<file path="src/rtl/csr_regfile_if.sv">
// CSR strobe bundle between the AXI4-Lite CSR slave and csr_regfile.
// master = slave-side bus bridge, slave = register file.
interface csr_regfile_if #(
    parameter int ADDR_W = 8,
    parameter int DATA_W = 32
);
    logic              csr_wen;
    logic              csr_ren;
    logic [ADDR_W-1:0] csr_addr;
    logic [DATA_W-1:0] csr_wdata;
    logic [DATA_W-1:0] csr_rdata;

    modport master (
        output csr_wen, csr_ren, csr_addr, csr_wdata,
        input  csr_rdata
    );

    modport slave (
        input  csr_wen, csr_ren, csr_addr, csr_wdata,
        output csr_rdata
    );
endinterface

</file>
<file path="src/rtl/csr_regfile.sv">
// Accelerator control/status register file: job config, start/soft-reset
// pulses, sticky status, cycle counter, irq. CSR_PERF_EN adds STALL_CNT.
module csr_regfile #(
    parameter int          ADDR_W  = 8,
    parameter int          DATA_W  = 32,
    parameter logic [31:0] VERSION = 32'h0001_0000
) (
    input  logic         clk,
    input  logic         rst,
    csr_regfile_if.slave bus,
    output logic         core_start,
    output logic         core_soft_rst,
    input  logic         core_busy,
    input  logic         core_done,
    input  logic         core_err,
    input  logic         core_stall,
    output logic [31:0]  cfg_img_base,
    output logic [31:0]  cfg_wgt_base,
    output logic [31:0]  cfg_out_base,
    output logic [15:0]  cfg_rows,
    output logic [15:0]  cfg_cols,
    output logic         irq
);
    localparam int W = ADDR_W - 2;

    localparam logic [W-1:0] A_CTRL   = W'(0);
    localparam logic [W-1:0] A_STATUS = W'(1);
    localparam logic [W-1:0] A_IMG    = W'(2);
    localparam logic [W-1:0] A_WGT    = W'(3);
    localparam logic [W-1:0] A_OUT    = W'(4);
    localparam logic [W-1:0] A_DIMS   = W'(5);
    localparam logic [W-1:0] A_CYCLE  = W'(6);
    localparam logic [W-1:0] A_VER    = W'(7);
    localparam logic [W-1:0] A_SCR    = W'(8);
    localparam logic [W-1:0] A_STALL  = W'(9);

    logic [W-1:0] widx;
    logic [31:0]  wdata;
    logic [31:0]  rd;

    logic         irq_en;
    logic         done;
    logic         err;
    logic         start_pending;
    logic [31:0]  cycle_cnt;
    logic [31:0]  scratch;

    logic         busy;
    logic         wr_ctrl;
    logic         wr_status;
    logic         soft_req;
    logic         start_req;
    logic         start_ok;
    logic         start_bad;
    logic         w1c_done;
    logic         w1c_err;

    assign widx  = bus.csr_addr[ADDR_W-1:2];
    assign wdata = bus.csr_wdata[31:0];
    assign busy  = core_busy | start_pending;

    // Decode write strobes; SOFT_RST masks START in the same word
    always_comb begin
        wr_ctrl   = bus.csr_wen && (widx == A_CTRL);
        wr_status = bus.csr_wen && (widx == A_STATUS);
        soft_req  = wr_ctrl && wdata[1];
        start_req = wr_ctrl && wdata[0] && !wdata[1];
        start_ok  = start_req && !busy;
        start_bad = start_req && busy;
        w1c_done  = wr_status && wdata[1];
        w1c_err   = wr_status && wdata[2];
    end

    // Software-visible configuration registers
    always_ff @(posedge clk) begin
        if (rst) begin
            irq_en       <= 1'b0;
            cfg_img_base <= '0;
            cfg_wgt_base <= '0;
            cfg_out_base <= '0;
            cfg_rows     <= '0;
            cfg_cols     <= '0;
            scratch      <= '0;
        end else if (bus.csr_wen) begin
            case (widx)
                A_CTRL: irq_en       <= wdata[2];
                A_IMG:  cfg_img_base <= wdata;
                A_WGT:  cfg_wgt_base <= wdata;
                A_OUT:  cfg_out_base <= wdata;
                A_DIMS: begin
                    cfg_rows <= wdata[15:0];
                    cfg_cols <= wdata[31:16];
                end
                A_SCR:  scratch <= wdata;
                default: ;
            endcase
        end
    end

    // Pulses, sticky status and the pending-start flag
    always_ff @(posedge clk) begin
        if (rst) begin
            core_start    <= 1'b0;
            core_soft_rst <= 1'b0;
            irq           <= 1'b0;
            done          <= 1'b0;
            err           <= 1'b0;
            start_pending <= 1'b0;
        end else begin
            core_start    <= start_ok;
            core_soft_rst <= soft_req;
            irq           <= irq_en & (done | err);
            if (soft_req) begin
                done          <= 1'b0;
                err           <= 1'b0;
                start_pending <= 1'b0;
            end else begin
                done <= (done & ~w1c_done & ~start_ok) | core_done;
                err  <= (err & ~w1c_err) | core_err | start_bad;
                if (start_ok)
                    start_pending <= 1'b1;
                else if (core_busy || core_done)
                    start_pending <= 1'b0;
            end
        end
    end

    // Saturating job cycle counter
    always_ff @(posedge clk) begin
        if (rst || soft_req || start_ok)
            cycle_cnt <= '0;
        else if (busy && cycle_cnt != 32'hFFFF_FFFF)
            cycle_cnt <= cycle_cnt + 32'd1;
    end

`ifdef CSR_PERF_EN
    logic [31:0] stall_cnt;

    // Saturating count of busy cycles spent stalled on memory
    always_ff @(posedge clk) begin
        if (rst || soft_req || start_ok)
            stall_cnt <= '0;
        else if (busy && core_stall && stall_cnt != 32'hFFFF_FFFF)
            stall_cnt <= stall_cnt + 32'd1;
    end

    logic unused_ok;
    assign unused_ok = ^{bus.csr_ren, bus.csr_addr[1:0]};
`else
    logic unused_ok;
    assign unused_ok = ^{bus.csr_ren, bus.csr_addr[1:0], core_stall};
`endif

    // Combinational read mux; reads have no side effects
    always_comb begin
        rd = '0;
        case (widx)
            A_CTRL:   rd = {29'd0, irq_en, 2'b00};
            A_STATUS: rd = {29'd0, err, done, busy};
            A_IMG:    rd = cfg_img_base;
            A_WGT:    rd = cfg_wgt_base;
            A_OUT:    rd = cfg_out_base;
            A_DIMS:   rd = {cfg_cols, cfg_rows};
            A_CYCLE:  rd = cycle_cnt;
            A_VER:    rd = VERSION;
            A_SCR:    rd = scratch;
            A_STALL: begin
`ifdef CSR_PERF_EN
                rd = stall_cnt;
`else
                rd = '0;
`endif
            end
            default:  rd = '0;
        endcase
    end

    assign bus.csr_rdata = DATA_W'(rd);
endmodule

</file>
<file path="src/flat_wrapper.sv">
// flat-port wrapper written by rule: the top's interface ports become plain ports
module csr_regfile_flat 
#(
    parameter int          ADDR_W  = 8,
    parameter int          DATA_W  = 32,
    parameter logic [31:0] VERSION = 32'h0001_0000
)
  (clk, rst, core_start, core_soft_rst, core_busy, core_done, core_err, core_stall, cfg_img_base, cfg_wgt_base, cfg_out_base, cfg_rows, cfg_cols, irq, bus_csr_wen, bus_csr_ren, bus_csr_addr, bus_csr_wdata, bus_csr_rdata);
  csr_regfile_if #(.ADDR_W(ADDR_W), .DATA_W(DATA_W)) bus_i ();
  input  logic clk;
  input  logic rst;
  output logic core_start;
  output logic core_soft_rst;
  input  logic core_busy;
  input  logic core_done;
  input  logic core_err;
  input  logic core_stall;
  output logic [31:0] cfg_img_base;
  output logic [31:0] cfg_wgt_base;
  output logic [31:0] cfg_out_base;
  output logic [15:0] cfg_rows;
  output logic [15:0] cfg_cols;
  output logic irq;
  input wire logic [$bits(bus_i.csr_wen)-1:0] bus_csr_wen;
  input wire logic [$bits(bus_i.csr_ren)-1:0] bus_csr_ren;
  input wire logic [$bits(bus_i.csr_addr)-1:0] bus_csr_addr;
  input wire logic [$bits(bus_i.csr_wdata)-1:0] bus_csr_wdata;
  output wire logic [$bits(bus_i.csr_rdata)-1:0] bus_csr_rdata;
  assign bus_i.csr_wen = bus_csr_wen;
  assign bus_i.csr_ren = bus_csr_ren;
  assign bus_i.csr_addr = bus_csr_addr;
  assign bus_i.csr_wdata = bus_csr_wdata;
  assign bus_csr_rdata = bus_i.csr_rdata;
  csr_regfile #(.ADDR_W(ADDR_W), .DATA_W(DATA_W), .VERSION(VERSION)) u_core (.clk(clk), .rst(rst), .bus(bus_i), .core_start(core_start), .core_soft_rst(core_soft_rst), .core_busy(core_busy), .core_done(core_done), .core_err(core_err), .core_stall(core_stall), .cfg_img_base(cfg_img_base), .cfg_wgt_base(cfg_wgt_base), .cfg_out_base(cfg_out_base), .cfg_rows(cfg_rows), .cfg_cols(cfg_cols), .irq(irq));
endmodule
</file>
<file path="config.mk">
export PLATFORM = sky130hd
export DESIGN_NAME = csr_regfile_flat
export DESIGN_NICKNAME = d
export VERILOG_FILES = /design/src/rtl/csr_regfile_if.sv /design/src/rtl/csr_regfile.sv /design/src/flat_wrapper.sv
export SDC_FILE = /design/constraint.sdc
export NUM_CORES = 1
export LEC_CHECK = 0
export CORE_UTILIZATION = 53
export CTS_CLUSTER_SIZE = 30
export DETAILED_ROUTE_END_ITERATION = 12
export PLACE_DENSITY = 0.82
export SYNTH_ARGS = -nofsm -noshare
export SYNTH_HDL_FRONTEND = slang
export SYNTH_SLANG_ARGS = --single-unit
</file>
<file path="constraint.sdc">
create_clock -name clk -period 5.3 [get_ports clk]
set_input_delay 1.59 -clock clk [delete_from_list [all_inputs] [get_ports clk]]
set_output_delay 1.59 -clock clk [all_outputs]
set_load 0.02 [all_outputs]
</file>
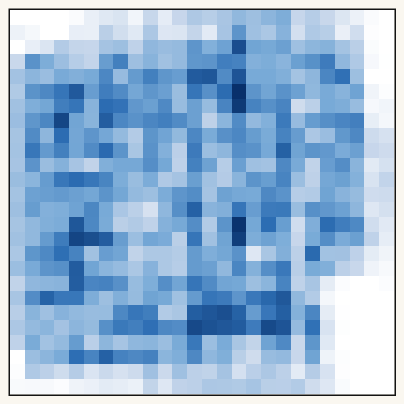
run_1/route_heat.png
(3 px per um) The die is cut into 26 by 26 equal tiles; white is low, dark blue is high, scaled to the fullest tile. Values are wire area over tile area, all layers added.
- mean over tiles: 0.30
- nearly empty tiles: 7.2%
- emptiest ninth of the die: bottom right
- tiles over half the peak: 39%
- fullest tile: 0.69

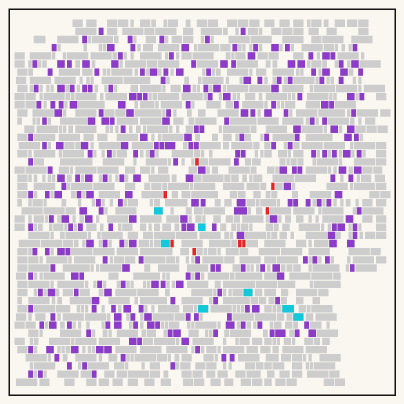
run_1/gates.png
(3 px per um)
- red: inv cells (cells 8; most used inv_1; where middle)
- purple: aoi and oai cells (cells 291; most used a21oi_1; where all over the die)
- cyan: non-inverting ao/oa cells (cells 7; most used a211o_1; where bottom middle)

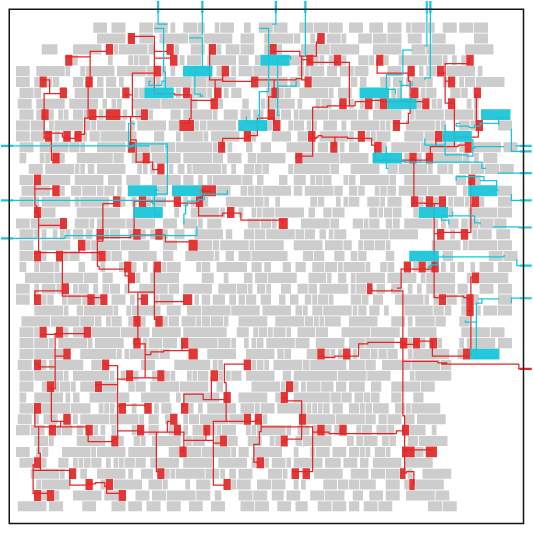
run_1/port_trees.png
(4 px per um)
- red: rst (direction input; edge right; end cells 170; buffers 2; wire 1410 um)
- cyan: cfg_cols (direction output; edge 7 right, 6 top, 3 left; end cells 16; buffers 16; wire 588 um)

==> impl_metrics.ini, run 1 <==
; generated from flow reports
[status]
outcome = complete, no violations

[drt]
vias_per_cell = 5.96
wl_um = 28800
wl_met3_um = 3240

[yosys]
synthesis.area_mm2 = 0.00844
syn-instance-count = 1093
ys_seq_share_pct = 47.2
syn_avg_cell_area_um2 = 7.72
ys_ff = 199
synth_top_area_share_pct = 47.2
top_cell = nand2_1

[global_routing]
gr-usage-met1_pct = 44.9
busiest_layer = met2
groute.usage.overall_pct = 35.3

[final_layout]
stdcell_area_mm2 = 0.0114
final_core_util_pct = 74.0
area_growth_pct = 34.9
num_antenna_cells = 0

[worst_setup_path]
arrival_ns = 3.63
cp_slowest_cell = or4b_4
slowest_delay_ns = 0.61
startpoint_type = primary input
required_ns = 3.71
path_cells = clkdlybuf4s50_1, or4b_4, nor2_2, buf_12, a22oi_1, nand3_1, clkdlybuf4s15_2
cp-end-kind = primary output
crit_type = in2out
cp_num_buf_inv = 3

[die]
fp_util_pct = 54.9
num_rows = 45
die-width_um = 128

[power_and_ir_drop]
irDropWorstVdd_mv = 0.238
powerDensity_mw_per_mm2 = 264

[place]
dp_slack_ns = -0.338
place_congestion = 0.879
placedCellCount = 1467

[final_timing]
setup_tns_ns = 0
max_slew_margin_pct = 37.1
fin_crit_ns = 5.22
hold_ws_ns = 0.454

[min_path]
hold_depth = 2
hold_class = reg2reg

[clock_network]
cts_buffer_depth = 2
post_cts_buffers = 0
==> run 1: registers in the layout (all words and copies together), names as in the netlist <==
signal,cells
u_core.cfg_cols,16
u_core.cfg_img_base,32
u_core.cfg_out_base,32
u_core.cfg_rows,16
u_core.cfg_wgt_base,32
u_core.core_soft_rst,1
u_core.core_start,1
u_core.cycle_cnt,32
u_core.done,1
u_core.err,1
u_core.irq,1
u_core.irq_en,1
u_core.scratch,32
u_core.start_pending,1
==> run 1: layout make-up <==
type	count	area, um^2
well taps	211	264
flip-flops and latches	199	3980
inverters	8	30.0
repair buffers	245	2360
multi-input cells	804	4120
fillers	1179	3990
clock buffers	23	498
clock inverters	7	118
==> run 1: layout by cell type, fill, tap and decap left out, drive strengths merged, types with 6 or more instances in the layout <==
cell / synthesis / final
mux2i: 6 / 6
clkbuf: 59 / 40
nand2: 350 / 350
o21ai: 12 / 12
xnor2: 7 / 7
buf: 23 / 40
nand3: 45 / 45
dfxtp: 199 / 199
inv: 8 / 8
nand4: 13 / 13
a21oi: 176 / 176
or3: 17 / 17
or4: 6 / 6
clkdlybuf4s50: 0 / 173
a22oi: 88 / 88
nor2: 26 / 26
clkdlybuf4s15: 0 / 10
==> run 1: where the power goes <==
part           switching, mW  total, mW  internal [mW]
clock network          0.550       1.35          0.801
logic                 0.0866      0.143         0.0566
registers            0.00774       1.51           1.50
==> run 1: worst max path at each step <==
stage                                from                 to  slack, ns
after global placement    bus_csr_addr[5]  bus_csr_rdata[16]      -0.33
after global routing      bus_csr_addr[5]   bus_csr_rdata[5]       0.02
final                     bus_csr_addr[5]  bus_csr_rdata[12]       0.08
after floorplan           bus_csr_addr[5]  bus_csr_rdata[11]       0.63
after CTS                 bus_csr_addr[4]  bus_csr_rdata[13]      0.003
after detailed placement  bus_csr_addr[5]  bus_csr_rdata[16]      -0.34
==> inputs of run 2 (changes only) <==
--- a/config.mk
+++ b/config.mk
@@ -8,6 +8,7 @@
 export CORE_UTILIZATION = 53
 export CTS_CLUSTER_SIZE = 30
 export DETAILED_ROUTE_END_ITERATION = 12
+export GPL_ROUTABILITY_DRIVEN = 0
 export PLACE_DENSITY = 0.82
 export SYNTH_ARGS = -nofsm -noshare
 export SYNTH_HDL_FRONTEND = slang
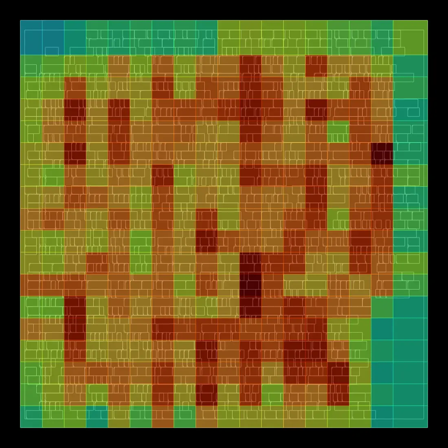
run_2/congestion_map.png
global route hottest layer: met2
M2 GR Usage: 56.3%
Total GRT Usage: 35.3%
M1 GR Usage: 44.9%
per-cell routed wire length: 19.2 um

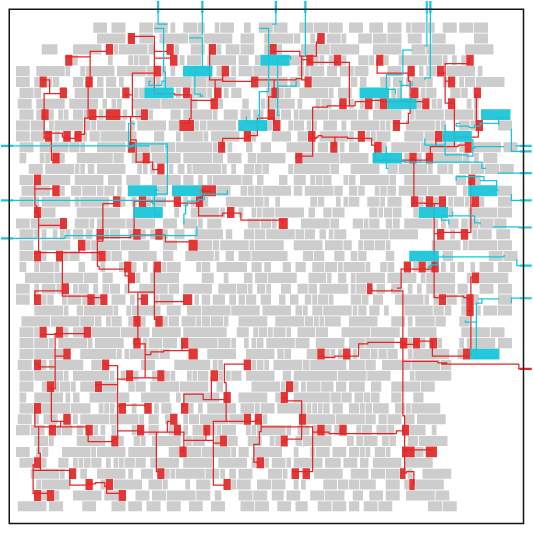
run_2/port_trees.png
(4 px per um)
- cyan: cfg_cols (direction output; edge 7 right, 6 top, 3 left; end cells 16; buffers 16; wire 588 um)
- red: rst (direction input; edge right; end cells 170; buffers 2; wire 1410 um)
IO buf count: 206
IO Count: 211

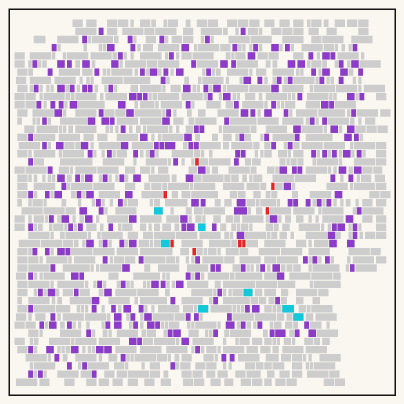
run_2/gates.png
(3 px per um)
- red: inv cells (cells 8; most used inv_1; where middle)
- purple: aoi and oai cells (cells 291; most used a21oi_1; where all over the die)
- cyan: non-inverting ao/oa cells (cells 7; most used a211o_1; where bottom middle)
Non-Filler Instances: 1497
logic share of the area: 36.2%
Top cell excl fill/tap: nand2_1

==> run 2 against run 1 <==
First-iteration DRC count is the same; critical path type unchanged; global-route usage is the same; sequential share of layout area is the same; sequential power is essentially flat; combinational power is essentially flat; maximum frequency is the same; clock-buffer cell count is the same; core utilization is the same; final cell count is the same; via count is the same; cell area is the same; clock power is essentially flat; highest routed layer unchanged.
==> impl_metrics.ini, run 2 <==
; generated from flow reports
[status]
outcome = complete, no violations

[yosys]
top_cell = nand2_1
ys_ff = 199
synth_top_area_share_pct = 47.2
top_cells_by_count = nand2_1, dfxtp_1, a21oi_1
synthesis.area_mm2 = 0.00844
ys_seq_share_pct = 47.2
syn_avg_cell_area_um2 = 7.72
syn-instance-count = 1093

[worst_setup_path]
path_cells = clkdlybuf4s50_1, or4b_4, nor2_2, buf_12, a22oi_1, nand3_1, clkdlybuf4s15_2
arrival_ns = 3.63
cp_num_buf_inv = 3
cp-end-kind = primary output
crit_type = in2out
required_ns = 3.71
cp_slowest_cell = or4b_4

[die]
fp_util_pct = 54.9
num_rows = 45
die-width_um = 128

[final_layout]
num_antenna_cells = 0
nFillCells = 1179
flop_area_mm2 = 0.00398
area_growth_pct = 34.9
final_core_util_pct = 74.0
stdcell_area_mm2 = 0.0114
drive_above_1_share_pct = 7.93
comb_area_mm2 = 0.00412

[final_timing]
hold_ws_ns = 0.454
setup_tns_ns = 0
final_max_slew_viol_count = 0
max_slew_margin_pct = 37.1

[min_path]
hold_class = reg2reg

[place]
dp_slack_ns = -0.338

[clock_network]
post_cts_buffers = 0

[power_and_ir_drop]
irDropWorstVdd_mv = 0.238
run 2: cell counts after synthesis:
No cell type changed its count.
run 2: report_power, final:
part           total, mW  leakage, nW  internal (mW)  switching, mW
clock               1.35        0.293          0.801          0.550
sequential          1.51         1.60           1.50        0.00774
combinational      0.143         1.93         0.0566         0.0866
run 2: cell type report:
type	instances	area share, %
repair buffers	245	20.8
well taps	211	2.32
inverters	8	0.264
clock inverters	7	1.03
multi-input cells	804	36.2
clock buffers	23	4.38
flip-flops and latches	199	35.0
run 2: layer usage:
layer / vias up / wire length (um) / global-route usage [%]
li1: 4156 / - / -
met1: 4211 / 11400 / 44.9
met2: 486 / 13400 / 56.3
met3: 65 / 3240 / 10.5
met4: 0 / 722 / 13.3
met5: - / 0 / 0
run 2: path summary, 6_finish.rpt:
check / slack (ns) / start / depth (start not counted) / endpoint
max: 0.08 / bus_csr_addr[5] / 7 / bus_csr_rdata[12]
min: 0.45 / u_core.scratch[5] / 2 / u_core.scratch[5]
max reg2reg: 2.98 / u_core.cycle_cnt[8] / 5 / u_core.cycle_cnt[21]
min reg2reg: 0.45 / u_core.scratch[5] / 2 / u_core.scratch[5]
run 2: repair_timing:
action / in CTS / in global routing
setup endpoints to repair: 32 / 31
gates resized: 42 / 45
pin swaps: 0 / 0
run 2: tightest hold or removal path, cell delays in order (launching register included):
cell	delay, ns
dfxtp_1	0.31
nand2_1	0.05
a21oi_1	0.05
run 2: cells by family after synthesis:
group	Yosys count	synth area share (%)
and+or+nand+nor	486	24.9
xor gates and xnor gates	11	1.14
AOI/OAI and AO/OA	298	21.2
DFF	199	47.2
adders and majority gates	1	0.148
muxes	8	0.979
buffers and inverters	90	4.33
Power figures rest on the tool's default switching activity, not on a simulated workload.
